<file path="src/rtl/matrix_write_arbiter.sv">
// Two-requester front end for the shared matrix writer. Ties alternate between requesters,
// headers are checked against slot capacity, and element beats are forwarded with overflow/underrun reporting.
module matrix_write_arbiter #(
  parameter int DATA_WIDTH = 32,
  parameter int MAX_ELEMS  = 1150
) (
  input  logic                    clk,
  input  logic                    rst,
  input  logic [1:0]              rq_request,
  input  logic [5:0]              rq_matrix_id,
  input  logic [15:0]             rq_rows,
  input  logic [15:0]             rq_cols,
  input  logic [2*DATA_WIDTH-1:0] rq_data,
  input  logic [1:0]              rq_data_valid,
  output logic [1:0]              rq_grant,
  output logic [1:0]              rq_done,
  output logic [1:0]              rq_error,
  output logic                    write_request,
  input  logic                    write_ready,
  output logic [2:0]              write_matrix_id,
  output logic [7:0]              write_rows,
  output logic [7:0]              write_cols,
  output logic [DATA_WIDTH-1:0]   write_data,
  output logic                    write_data_valid,
  input  logic                    write_done,
  output logic                    busy,
  output logic                    overflow
);

  typedef enum logic [2:0] {
    S_IDLE,
    S_CHECK,
    S_REQ,
    S_STREAM,
    S_FINISH
  } state_t;

  localparam logic [15:0] MAX_W = 16'(MAX_ELEMS);

  // Per-requester views of the packed request buses
  logic [2:0]            req_id    [2];
  logic [7:0]            req_rows  [2];
  logic [7:0]            req_cols  [2];
  logic [DATA_WIDTH-1:0] req_data  [2];
  logic                  req_valid [2];

  for (genvar gi = 0; gi < 2; gi++) begin : g_unpack
    assign req_id[gi]    = rq_matrix_id[gi*3 +: 3];
    assign req_rows[gi]  = rq_rows[gi*8 +: 8];
    assign req_cols[gi]  = rq_cols[gi*8 +: 8];
    assign req_data[gi]  = rq_data[gi*DATA_WIDTH +: DATA_WIDTH];
    assign req_valid[gi] = rq_data_valid[gi];
  end

  state_t                state_q, state_d;
  logic                  owner_q, owner_d;
  logic                  last_owner_q, last_owner_d;
  logic [2:0]            id_q, id_d;
  logic [7:0]            rows_q, rows_d;
  logic [7:0]            cols_q, cols_d;
  logic [15:0]           expected_q, expected_d;
  logic [15:0]           count_q, count_d;
  logic [1:0]            grant_q, grant_d;
  logic [1:0]            done_q, done_d;
  logic [1:0]            error_q, error_d;
  logic                  wreq_q, wreq_d;
  logic [DATA_WIDTH-1:0] wdata_q, wdata_d;
  logic                  wvalid_q, wvalid_d;
  logic                  busy_q, busy_d;
  logic                  overflow_q, overflow_d;

  logic                  winner;
  logic [15:0]           product;

  // A lone request wins outright; a tie goes to whoever did not own the writer last
  always_comb begin
    winner = rq_request[1];
    if (&rq_request) begin
      winner = ~last_owner_q;
    end
  end

  assign product = {8'd0, rows_q} * {8'd0, cols_q};

  always_comb begin
    state_d      = state_q;
    owner_d      = owner_q;
    last_owner_d = last_owner_q;
    id_d         = id_q;
    rows_d       = rows_q;
    cols_d       = cols_q;
    expected_d   = expected_q;
    count_d      = count_q;
    grant_d      = grant_q;
    done_d       = 2'b00;
    error_d      = 2'b00;
    wreq_d       = wreq_q;
    wdata_d      = wdata_q;
    wvalid_d     = 1'b0;
    overflow_d   = 1'b0;

    case (state_q)
      S_IDLE: begin
        if (|rq_request) begin
          owner_d = winner;
          id_d    = req_id[winner];
          rows_d  = req_rows[winner];
          cols_d  = req_cols[winner];
          count_d = 16'd0;
          grant_d = winner ? 2'b10 : 2'b01;
          state_d = S_CHECK;
        end
      end

      S_CHECK: begin
        expected_d = product;
        if (product == 16'd0 || product > MAX_W) begin
          done_d[owner_q]  = 1'b1;
          error_d[owner_q] = 1'b1;
          state_d          = S_FINISH;
        end else begin
          wreq_d  = 1'b1;
          state_d = S_REQ;
        end
      end

      S_REQ: begin
        if (write_ready) begin
          wreq_d  = 1'b0;
          state_d = S_STREAM;
        end
      end

      S_STREAM: begin
        if (req_valid[owner_q]) begin
          if (count_q == expected_q) begin
            overflow_d = 1'b1;
          end else begin
            wvalid_d = 1'b1;
            wdata_d  = req_data[owner_q];
            count_d  = count_q + 16'd1;
          end
        end
        // Only underrun can flag an error here; rejected headers never reach STREAM
        if (write_done) begin
          done_d[owner_q]  = 1'b1;
          error_d[owner_q] = (count_q < expected_q);
          state_d          = S_FINISH;
        end
      end

      S_FINISH: begin
        grant_d      = 2'b00;
        last_owner_d = owner_q;
        state_d      = S_IDLE;
      end

      default: begin
        state_d = S_IDLE;
        grant_d = 2'b00;
        wreq_d  = 1'b0;
      end
    endcase

    busy_d = (state_d != S_IDLE);
  end

  always_ff @(posedge clk) begin
    if (rst) begin
      state_q      <= S_IDLE;
      owner_q      <= 1'b0;
      last_owner_q <= 1'b1;
      id_q         <= '0;
      rows_q       <= '0;
      cols_q       <= '0;
      expected_q   <= '0;
      count_q      <= '0;
      grant_q      <= '0;
      done_q       <= '0;
      error_q      <= '0;
      wreq_q       <= 1'b0;
      wdata_q      <= '0;
      wvalid_q     <= 1'b0;
      busy_q       <= 1'b0;
      overflow_q   <= 1'b0;
    end else begin
      state_q      <= state_d;
      owner_q      <= owner_d;
      last_owner_q <= last_owner_d;
      id_q         <= id_d;
      rows_q       <= rows_d;
      cols_q       <= cols_d;
      expected_q   <= expected_d;
      count_q      <= count_d;
      grant_q      <= grant_d;
      done_q       <= done_d;
      error_q      <= error_d;
      wreq_q       <= wreq_d;
      wdata_q      <= wdata_d;
      wvalid_q     <= wvalid_d;
      busy_q       <= busy_d;
      overflow_q   <= overflow_d;
    end
  end

  assign rq_grant         = grant_q;
  assign rq_done          = done_q;
  assign rq_error         = error_q;
  assign write_request    = wreq_q;
  assign write_matrix_id  = id_q;
  assign write_rows       = rows_q;
  assign write_cols       = cols_q;
  assign write_data       = wdata_q;
  assign write_data_valid = wvalid_q;
  assign busy             = busy_q;
  assign overflow         = overflow_q;

endmodule

</file>
<file path="config.mk">
export PLATFORM = sky130hd
export DESIGN_NAME = matrix_write_arbiter
export DESIGN_NICKNAME = d
export VERILOG_FILES = /design/src/rtl/matrix_write_arbiter.sv
export SDC_FILE = /design/constraint.sdc
export NUM_CORES = 1
export LEC_CHECK = 0
export CAP_MARGIN = 20
export CORE_UTILIZATION = 45
export DETAILED_ROUTE_END_ITERATION = 12
export PLACE_DENSITY = 0.77
export SETUP_SLACK_MARGIN = 0.1
export SYNTH_ARGS = -nofsm -noshare
export SYNTH_HDL_FRONTEND = slang
export SYNTH_SLANG_ARGS = --single-unit
</file>
<file path="constraint.sdc">
create_clock -name clk -period 4.95 [get_ports clk]
set_clock_uncertainty 0.15 [all_clocks]
set_input_delay 1.485 -clock clk [delete_from_list [all_inputs] [get_ports clk]]
set_output_delay 1.485 -clock clk [all_outputs]
set_load 0.01 [all_outputs]
</file>
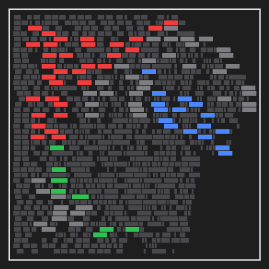
Fig. 1. Where the registers sit (run 1).
(2 px per um)
legend:
  write_data:
    colour: red
    flops: 32
  write_cols:
    colour: green
    flops: 8
    where: bottom left
  expected_q:
    colour: blue
    flops: 16

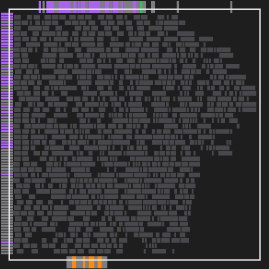
Fig. 2. Ports around the boundary (run 1).
(2 px per um) Pins as bars across the die edge, other pins in grey.
legend:
  write_rows:
    colour: orange
    pins: 8
    direction: output
    edge: bottom
  rq_data:
    colour: purple
    pins: 64
    direction: input
    edge: 35 left, 29 top
  overflow:
    colour: green
    pins: 1
    direction: output
    edge: top
all pins by edge: 89 left, 60 top, 22 bottom

==> impl_metrics.json, run 1 <==
{
  "worstHoldStart": "expected_q[4]",
  "p_clk_share_pct": 15.8,
  "fillers": 1204,
  "die_w_um": 125,
  "end_kind": "flop",
  "seq_share_pct": 21.2,
  "clkTransAtPathRegs_ps": 70,
  "drv_slew": 0,
  "timing.final.crit_share_pct": 94.7,
  "die_area_mm2": 0.0155,
  "cp_data_required_time_ps": 5090,
  "final_nets": 1143,
  "xor_area_share_pct": 3.23,
  "ant_nets": 0,
  "grt.busiest_layer": "met2",
  "yosysTopAreaCell": "dfxtp_1",
  "grt_pass1_vias": 5702,
  "cts-root-buf": "clkbuf_16",
  "period_needed_ps": 4690,
  "p_total_mw": 4.58,
  "yosys_warnings": 0,
  "cts_resized": 2,
  "whs_path_depth": 2,
  "crit_cells": 18,
  "num-nonclk-inverters": 74,
  "cts_sinks": 98,
  "seqPwrFrac_pct": 23.6,
  "fmax_ghz": 0.213,
  "clockBufferDepth": 2,
  "crit_start": "write_cols[2]",
  "crit_chain": "and2_4, fa_1, fa_1, fa_1, inv_1, fa_1, inv_2, ha_4, buf_4, o21ai_0, a21oi_1, a222oi_1, buf_4, buf_4, nand4bb_1, o211ai_2, or2_1, o21ai_1",
  "adder_share_pct": 20.4,
  "clk_latency_ps": 360,
  "dp.cells": 1112,
  "ir_drop_mv": 0.295,
  "yosys.cell_types.count": 65,
  "grt_use_met2_pct": 36.1,
  "status": "completed",
  "grt.overflow.total": 0,
  "lay_top_cells": "clkdlybuf4s50_1, dfxtp_1, nor2_1",
  "setup.worst_path.start_class": "flop",
  "worst_pin_slew_ps": 638,
  "core_area_mm2": 0.0146,
  "syn_area_mm2": 0.00677,
  "synth.most_common_cell": "dfxtp_1",
  "critPathMaxFanout": 7,
  "n_antenna_cell": 0,
  "die-height_um": 125,
  "grtUsageMet3_pct": 6.66,
  "cpMaxStageDelayCell": "fa_1",
  "fin_cells": 1133,
  "grt_max_degree": 62,
  "track_usage_pct": 21.9,
  "avgViaCountPerCell": 5.16,
  "cp_top_family": "adder cells",
  "logic_area_mm2": 0.00462,
  "power_leader": "combinational cells",
  "common_cells": "dfxtp_1, nor2_1, inv_1",
  "powerComb_mw": 2.78,
  "post-place-ws_ps": -0.718,
  "final_area_mm2": 0.00935,
  "largest_register_ffs": 32,
  "p_int_mw": 2.64,
  "hold_viol_final": 0,
  "gp_congestion": 0.884,
  "cts.htree.levels": 3,
  "lay_top_count": "clkdlybuf4s50_1",
  "rsz0062_at_grt": "no",
  "timing.rr.end": "write_request",
  "hp-class": "flop to flop",
  "worstSetupEndpoint": "write_request",
  "simple_gate_share_pct": 17.7,
  "buf_share_pct": 20.7,
  "power_clock_mw": 0.725,
  "first_pass_iters": 4,
  "path_buffers": 5,
  "crit_path_frequent_cell": "fa_1",
  "setup_violations": 0,
  "slew_headroom_pct": 57.1,
  "area_growth_pct": 38.0,
  "nWellTaps": 184,
  "drc_errors": 0,
  "wl_met1_mm": 7.44,
  "setup_ws_ps": 260,
  "clkCellAreaFrac_pct": 3.32,
  "synth.avg_cell_area_um2": 8.84,
  "switching_share_pct": 42.3,
  "largest_class": "multi-input combinational cells",
  "syn_inst": 766,
  "routed_wl_mm": 16.7,
  "yosys_cells": 766,
  "holdPathEnd": "expected_q[4]",
  "leakage_nw": 3.75,
  "seq-power_mw": 1.08,
  "aoi_share_pct": 15.2
}
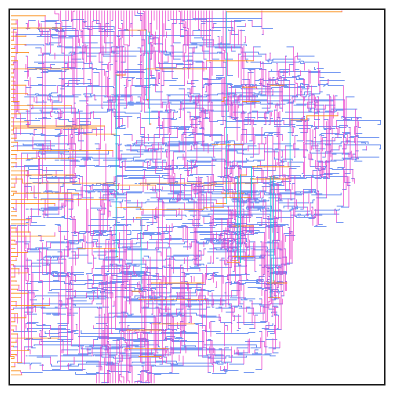
Fig. 3. Signal wires by layer (run 1).
(3 px per um)
legend:
  M2:
    colour: magenta
    wire_length: 7950 um
  M1:
    colour: blue
    wire_length: 7440 um
  M4:
    colour: cyan
    wire_length: 360 um
  M3:
    colour: orange
    wire_length: 943 um

--- run 2 (diff from run 1) ---
--- a/config.mk
+++ b/config.mk
@@ -5,10 +5,11 @@
 export SDC_FILE = /design/constraint.sdc
 export NUM_CORES = 1
 export LEC_CHECK = 0
-export CAP_MARGIN = 20
-export CORE_UTILIZATION = 45
+export ABC_AREA = 1
+export CAP_MARGIN = 0
+export CORE_UTILIZATION = 46
 export DETAILED_ROUTE_END_ITERATION = 12
-export PLACE_DENSITY = 0.77
+export PLACE_DENSITY = 0.78
 export SETUP_SLACK_MARGIN = 0.1
 export SYNTH_ARGS = -nofsm -noshare
 export SYNTH_HDL_FRONTEND = slang
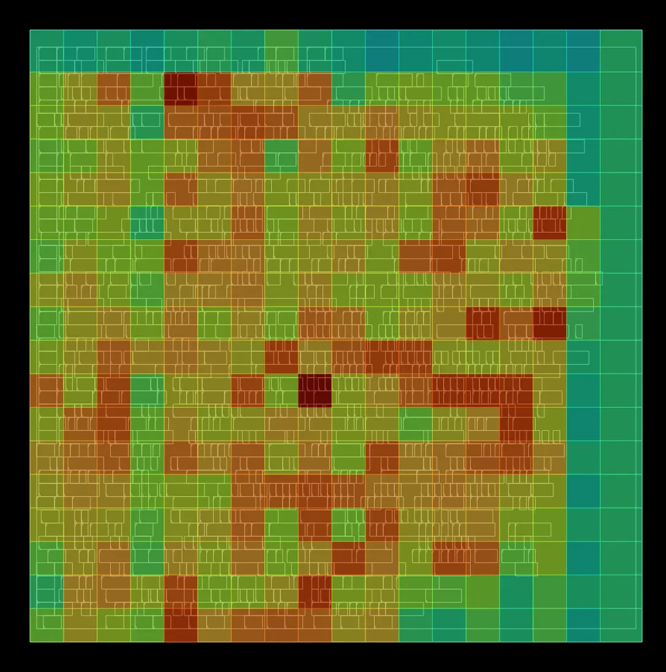
Fig. 4. Track usage over the die (run 2).
GRT met3 Usage: 4.63%
WL/cell: 13.1 um
M2 GR Usage: 41.8%

==> impl_metrics.json, run 2 <==
{
  "status": "completed",
  "avgViaCountPerCell": 5.00,
  "lay_top_cells": "nand2_1, inv_1, clkdlybuf4s50_1",
  "final_nets": 1389,
  "area_leaders": "dfxtp_1, nand2_1, fa_1",
  "hpwl_mm": 14.1,
  "leakage_nw": 4.55,
  "seq-power_mw": 1.11,
  "warnings": 26,
  "drc_errors": 0,
  "path_buffers": 3,
  "syn_area_mm2": 0.00707,
  "timing.final.crit_share_pct": 91.3,
  "common_cells": "nand2_1, inv_1, dfxtp_1",
  "initCoreUtil_pct": 47.9,
  "antenna_found_initial": 0,
  "critPathMaxFanout": 10,
  "switching_share_pct": 43.2,
  "crit_start": "write_rows[2]",
  "clockBufferDepth": 2,
  "row_count": 44,
  "yosys_cells": 1042,
  "post-place-ws_ps": 220,
  "cts_made_buffers": 9,
  "cts-root-buf": "clkbuf_16",
  "gp_congestion": 0.869,
  "xor_area_share_pct": 0.992,
  "ff_type": "dfxtp_1",
  "arrival_ps": 4600,
  "num-nonclk-inverters": 195,
  "via_count": 6889,
  "timing.rr.end": "write_request",
  "wl_met2_mm": 8.82,
  "power_clock_mw": 0.703,
  "synth-edff-count": 0,
  "drive_gt1_share_pct": 5.52,
  "setup.worst_path.start_class": "flop",
  "yosys.cell_types.count": 38,
  "clkTransAtPathRegs_ps": 80,
  "p_total_mw": 3.60,
  "holdPathEnd": "write_request",
  "worstSetupEndpoint": "write_request",
  "crit_path_frequent_cell": "nand2_1",
  "adder_share_pct": 19.6,
  "yosysTopAreaCell": "dfxtp_1",
  "sh_comb_area_pct": 45.4,
  "simple_gate_share_pct": 24.5,
  "die_area_mm2": 0.0159,
  "syn_inst": 1042,
  "cts_resized": 0,
  "ff_count": 98,
  "synth.avg_cell_area_um2": 6.78,
  "grt_max_degree": 65,
  "clkbuf_count": 9,
  "worst_pin_slew_ps": 832,
  "end_kind": "flop",
  "nWellTaps": 184,
  "port_buffers": 170,
  "drtIter0Drc": 374,
  "routed_wl_mm": 18.1,
  "cap_viol_max_count": 0,
  "crit_chain": "nand2_1, inv_1, fa_1, fa_1, fa_1, inv_1, fa_1, inv_1, ha_2, nand2_1, nor2_1, nand3_1, nand2_1, nand2_1, nand2_1, nand2_1, nand2_1, nand2_1, nor2_1, nand2_1, nand2_2, nand2_1, nand2_1, a21oi_1",
  "cp_data_required_time_ps": 5030,
  "signal_buffers": 186,
  "grt_pass1_vias": 6771,
  "ys_seq_share_pct": 27.8,
  "cts_tree": "yes",
  "synthMuxAreaShare_pct": 0,
  "post-route-util_pct": 62.9,
  "cpMaxStageDelayCell": "fa_1",
  "ys_async_sr_fraction_pct": 0,
  "aoi_share_pct": 14.0,
  "slowest_delay_ps": 540,
  "whs_path_depth": 2,
  "synth.most_common_cell": "nand2_1",
  "first_pass_iters": 5,
  "ant_nets": 0,
  "p_switching_mw": 1.56,
  "fin_cells": 1379,
  "tns_ps": 0,
  "dp.cells": 1363,
  "regArea_mm2": 0.00199,
  "core_area_mm2": 0.0148,
  "grt_pass1_wl_mm": 31.0,
  "comb_power_share_pct": 49.7,
  "power_leader": "combinational cells",
  "lay_top_count": "nand2_1",
  "cts_sinks": 98,
  "p_clk_share_pct": 19.5,
  "logic_area_mm2": 0.00422,
  "drv_slew": 0,
  "syn_nets": 1241,
  "largest_register_ffs": 32,
  "seq_share_pct": 21.4,
  "largest_class": "multi-input combinational cells",
  "slew_headroom_pct": 44.4,
  "cts.htree.levels": 3,
  "synth_flops": 98,
  "period_needed_ps": 4520,
  "cts_hold_buf": 0,
  "r2r_cells": 24,
  "powerComb_mw": 1.79,
  "yosys_warnings": 0,
  "yosysChipArea_mm2": 0.00707,
  "p_int_mw": 2.05,
  "regToRegSetupSlack_ps": 430,
  "powerDensity_mw_per_mm2": 388,
  "setup_ws_ps": 429,
  "n_antenna_cell": 0,
  "die-height_um": 126,
  "grt.overflow.total": 0,
  "hold_viol_final": 0,
  "grt.busiest_layer": "met2",
  "fmax_ghz": 0.221,
  "r2r_start": "write_rows[2]",
  "clkCellAreaFrac_pct": 3.18,
  "fillers": 1354,
  "ir_drop_mv": 0.247,
  "cp_top_family": "adder cells",
  "gr-usage-met1_pct": 29.9,
  "crit_type": "flop to flop",
  "rsz0062_at_grt": "no",
  "clk_latency_ps": 360,
  "wl_met1_mm": 8.02,
  "hp-class": "flop to flop",
  "routed-wl-met3_mm": 1.04,
  "track_usage_pct": 23.9,
  "final_area_mm2": 0.00929,
  "worstHoldStart": "write_request",
  "highest_layer": "met4",
  "synthTopLogicFamily": "simple AND/OR/NAND/NOR gates",
  "setup_violations": 0,
  "buf_share_pct": 19.6,
  "area_growth_pct": 31.4,
  "die_w_um": 126,
  "post_dp_cell_area_mm2": 0.00892,
  "ioPinCount": 171,
  "crit_cells": 24,
  "seqPwrFrac_pct": 30.8
}
